[src/rtl/i2c_write_master_if.sv]
// Bus bundle for the single-transaction I2C write engine: upstream
// request handshake plus the two I2C pin signals.
//
// Handshake: the requester pulses start for one clk together with a
// stable data word; the engine accepts it only while busy is low, holds
// busy high for the whole transfer and drops it in the same cycle that
// done pulses for one clk. start seen while busy is high is discarded,
// never queued. ack_error is valid from the done pulse until the next
// accepted start.
interface i2c_write_master_if #(
  parameter int NBYTES = 3
);
  logic                  start;
  logic [8*NBYTES-1:0]   data;
  logic                  busy;
  logic                  done;
  logic                  ack_error;
  logic                  i2c_sclk;
  logic                  sda;
  logic                  i2c_sdat_in;

  // master: the write engine itself (it is the I2C bus master)
  modport master (
    input  start, data, i2c_sdat_in,
    output busy, done, ack_error, i2c_sclk, sda
  );

  // slave: the register sequencer plus whatever listens on the pins
  modport slave (
    output start, data, i2c_sdat_in,
    input  busy, done, ack_error, i2c_sclk, sda
  );
endinterface

[src/rtl/i2c_write_master.sv]
// I2C write engine for the WM8731 control port: START, NBYTES bytes
// MSB-first with an ACK slot after each, then STOP. Every SCL slot is
// four equal quarter periods of CLK_DIV clk, so the SCL period never
// changes across byte boundaries. A NACK aborts the remaining bytes.
module i2c_write_master #(
  parameter int CLK_DIV = 125,
  parameter int NBYTES  = 3
) (
  input  logic               clk,
  input  logic               reset,
  i2c_write_master_if.master bus,
  output logic [2:0]         o_dbg_state
);

  localparam int         W         = 8 * NBYTES;
  localparam logic [9:0] CNT_MAX   = 10'(CLK_DIV - 1);
  localparam logic [7:0] LAST_BYTE = 8'(NBYTES - 1);

  typedef enum logic [2:0] {
    S_IDLE  = 3'd0,
    S_START = 3'd1,
    S_BIT   = 3'd2,
    S_ACK   = 3'd3,
    S_STOP  = 3'd4,
    S_DONE  = 3'd5
  } state_t;

  state_t         r_state;
  logic [9:0]     r_cnt;
  logic [1:0]     r_q;
  logic [2:0]     r_bit;
  logic [7:0]     r_byte;
  logic [W-1:0]   r_shift;
  logic           r_ack_sample;
  logic           r_busy;
  logic           r_done;
  logic           r_ack_error;
  logic           r_sclk;
  logic           r_sda;
  logic           w_qtick;

  // Quarter-period strobe; the counter is held at 0 outside active states.
  assign w_qtick = (r_cnt == CNT_MAX);

  assign bus.busy      = r_busy;
  assign bus.done      = r_done;
  assign bus.ack_error = r_ack_error;
  assign bus.i2c_sclk  = r_sclk;
  assign bus.sda       = r_sda;
  assign o_dbg_state   = r_state;

  // Quarter timer, protocol FSM and registered pin drivers.
  always_ff @(posedge clk) begin
    if (reset) begin
      r_state      <= S_IDLE;
      r_cnt        <= '0;
      r_q          <= '0;
      r_bit        <= '0;
      r_byte       <= '0;
      r_shift      <= '0;
      r_ack_sample <= 1'b0;
      r_busy       <= 1'b0;
      r_done       <= 1'b0;
      r_ack_error  <= 1'b0;
      r_sclk       <= 1'b1;
      r_sda        <= 1'b1;
    end else begin
      r_done <= 1'b0;

      if (r_state == S_IDLE || r_state == S_DONE || w_qtick) begin
        r_cnt <= '0;
      end else begin
        r_cnt <= r_cnt + 10'd1;
      end

      if (w_qtick) begin
        r_q <= r_q + 2'd1;
      end

      case (r_state)
        S_IDLE: begin
          r_sclk <= 1'b1;
          r_sda  <= 1'b1;
          r_busy <= 1'b0;
          r_q    <= '0;
          if (bus.start) begin
            r_shift     <= bus.data;
            r_ack_error <= 1'b0;
            r_busy      <= 1'b1;
            r_state     <= S_START;
          end
        end

        S_START: begin
          if (w_qtick) begin
            if (r_q == 2'd0) begin
              r_sda <= 1'b0;
            end else begin
              // START only spans two quarters, so realign the quarter
              // index so every bit slot begins at q0.
              r_sclk  <= 1'b0;
              r_bit   <= 3'd7;
              r_byte  <= '0;
              r_q     <= '0;
              r_state <= S_BIT;
            end
          end
        end

        S_BIT: begin
          if (w_qtick) begin
            case (r_q)
              2'd0: begin
                r_sclk <= 1'b0;
                r_sda  <= r_shift[W-1];
              end
              2'd2: r_sclk <= 1'b1;
              2'd3: begin
                r_shift <= {r_shift[W-2:0], 1'b0};
                if (r_bit == 3'd0) begin
                  r_state <= S_ACK;
                end else begin
                  r_bit <= r_bit - 3'd1;
                end
              end
              default: ;
            endcase
          end
        end

        S_ACK: begin
          if (w_qtick) begin
            case (r_q)
              2'd0: begin
                r_sclk <= 1'b0;
                r_sda  <= 1'b1;
              end
              2'd2: begin
                r_sclk       <= 1'b1;
                r_ack_sample <= bus.i2c_sdat_in;
              end
              2'd3: begin
                if (r_ack_sample) begin
                  r_ack_error <= 1'b1;
                  r_state     <= S_STOP;
                end else if (r_byte == LAST_BYTE) begin
                  r_state <= S_STOP;
                end else begin
                  r_byte  <= r_byte + 8'd1;
                  r_bit   <= 3'd7;
                  r_state <= S_BIT;
                end
              end
              default: ;
            endcase
          end
        end

        S_STOP: begin
          if (w_qtick) begin
            case (r_q)
              2'd0: begin
                r_sclk <= 1'b0;
                r_sda  <= 1'b0;
              end
              2'd2: r_sclk <= 1'b1;
              2'd3: begin
                r_sda   <= 1'b1;
                r_state <= S_DONE;
              end
              default: ;
            endcase
          end
        end

        S_DONE: begin
          r_done  <= 1'b1;
          r_busy  <= 1'b0;
          r_state <= S_IDLE;
        end

        default: r_state <= S_IDLE;
      endcase
    end
  end

endmodule

[src/flat_wrapper.sv]
// flat-port wrapper written by rule: the top's interface ports become plain ports
module i2c_write_master_flat 
#(
  parameter int CLK_DIV = 125,
  parameter int NBYTES  = 3
)
  (clk, reset, o_dbg_state, bus_start, bus_data, bus_i2c_sdat_in, bus_busy, bus_done, bus_ack_error, bus_i2c_sclk, bus_sda);
  i2c_write_master_if #(.NBYTES(NBYTES)) bus_i ();
  input  logic clk;
  input  logic reset;
  output logic [2:0] o_dbg_state;
  input wire logic [$bits(bus_i.start)-1:0] bus_start;
  input wire logic [$bits(bus_i.data)-1:0] bus_data;
  input wire logic [$bits(bus_i.i2c_sdat_in)-1:0] bus_i2c_sdat_in;
  output wire logic [$bits(bus_i.busy)-1:0] bus_busy;
  output wire logic [$bits(bus_i.done)-1:0] bus_done;
  output wire logic [$bits(bus_i.ack_error)-1:0] bus_ack_error;
  output wire logic [$bits(bus_i.i2c_sclk)-1:0] bus_i2c_sclk;
  output wire logic [$bits(bus_i.sda)-1:0] bus_sda;
  assign bus_i.start = bus_start;
  assign bus_i.data = bus_data;
  assign bus_i.i2c_sdat_in = bus_i2c_sdat_in;
  assign bus_busy = bus_i.busy;
  assign bus_done = bus_i.done;
  assign bus_ack_error = bus_i.ack_error;
  assign bus_i2c_sclk = bus_i.i2c_sclk;
  assign bus_sda = bus_i.sda;
  i2c_write_master #(.CLK_DIV(CLK_DIV), .NBYTES(NBYTES)) u_core (.clk(clk), .reset(reset), .bus(bus_i), .o_dbg_state(o_dbg_state));
endmodule
[config.mk]
export PLATFORM = sky130hd
export DESIGN_NAME = i2c_write_master_flat
export DESIGN_NICKNAME = d
export VERILOG_FILES = /design/src/rtl/i2c_write_master_if.sv /design/src/rtl/i2c_write_master.sv /design/src/flat_wrapper.sv
export SDC_FILE = /design/constraint.sdc
export NUM_CORES = 1
export LEC_CHECK = 0
export ABC_AREA = 1
export CORE_MARGIN = 2
export CORE_UTILIZATION = 50
export DETAILED_ROUTE_END_ITERATION = 10
export GPL_TIMING_DRIVEN = 0
export PLACE_DENSITY = 0.73
export SLEW_MARGIN = 20
export SYNTH_ARGS = -nofsm -noshare
export SYNTH_HDL_FRONTEND = slang
export SYNTH_SLANG_ARGS = --single-unit
[constraint.sdc]
create_clock -name clk -period 3.05 [get_ports clk]
set_clock_uncertainty 0.15 [all_clocks]
set_input_delay 0.61 -clock clk [delete_from_list [all_inputs] [get_ports clk]]
set_output_delay 0.61 -clock clk [all_outputs]
set_load 0.02 [all_outputs]
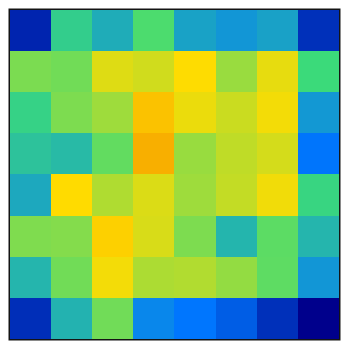
(images/density.png)
(4 px per um) The die is cut into 8 by 8 equal tiles; dark blue is low, red is high, 0 to 100% covered.
nearly empty tiles: 1.6%
mean over tiles: 52%
densest ninth of the die: middle
tiles over 75% full: 6.2%
fullest tile: 80%
post-layout util: 60.5%
fp util: 51.7%
core footprint: 5920 sq um

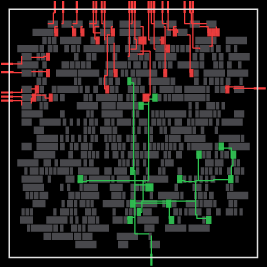
(images/port_nets.png)
(3 px per um)
legend:
  red:
    port: `bus_data`
    bits: 24
    direction: input
    end_cells: 24
    wire: 344 um
  green:
    port: `reset`
    bits: 1
    direction: input
    end_cells: 17
    wire: 234 um
I/O pins: 36
I/O Buffers: 34

==> results_dict.tcl <==
# implementation run metrics
set metrics [dict create \
    status "finished clean" \
    layout.nonclk_buf_share_pct 11.8 \
    arrival_ns 1.50 \
    cts_sinks 56 \
    final_design_area_no_fill_sq_um 3580 \
    pwr-share-comb_pct 47.7 \
    simple_gate_area_share_pct 29.4 \
    place.gp.congestion 0.905 \
    largest_register_ff_count 24 \
    avgRoutedWirePerCell_um 11.7 \
    regMostFlops "u_core.r_shift" \
    cpPeakStageDelay_ns 0.68 \
    vdd_drop_max_mv 0.463 \
    use_met3_pct 4.02 \
    drt_iter0_markers 105 \
    xor_area_share_pct 2.58 \
    synth_area_leader_cell "dfxtp_1" \
    p_seq_share_pct 36.9 \
    tap-cell-count 75 \
    cp_cell_sequence "clkdlybuf4s50_1" \
    comb-power_mw 1.26 \
    drt_wl_total_mm 6.68 \
    clkbuf_count 7 \
    num_rows 28 \
    grt_pass1_vias 2538 \
    vias 2897 \
    min_period_ns 2.26 \
    buffers 49 \
    ff_type "dfxtp_1" \
    rsz0062_at_grt "no" \
    inv_count 64 \
    setup-tns-final_ns 0 \
    wl_met2_mm 3.01 \
    cp_top_family "buffers and inverters" \
    hold_path_depth 2 \
    ys_warn_count 0 \
    edf_count 0 \
    grt_overflow 0 \
    power_frac_clock_pct 15.3 \
    yosysCellCount 454 \
    fin_nets 532 \
    start_kind "flip-flop" \
    seq_share_pct 31.3 \
    clk_share_pct 2.38 \
    p_per_area_nw_per_um2 739 \
    syn_nets 491 \
    grt_pass1_wl_mm 11.2 \
]
Power and IR drop assume default switching activity.
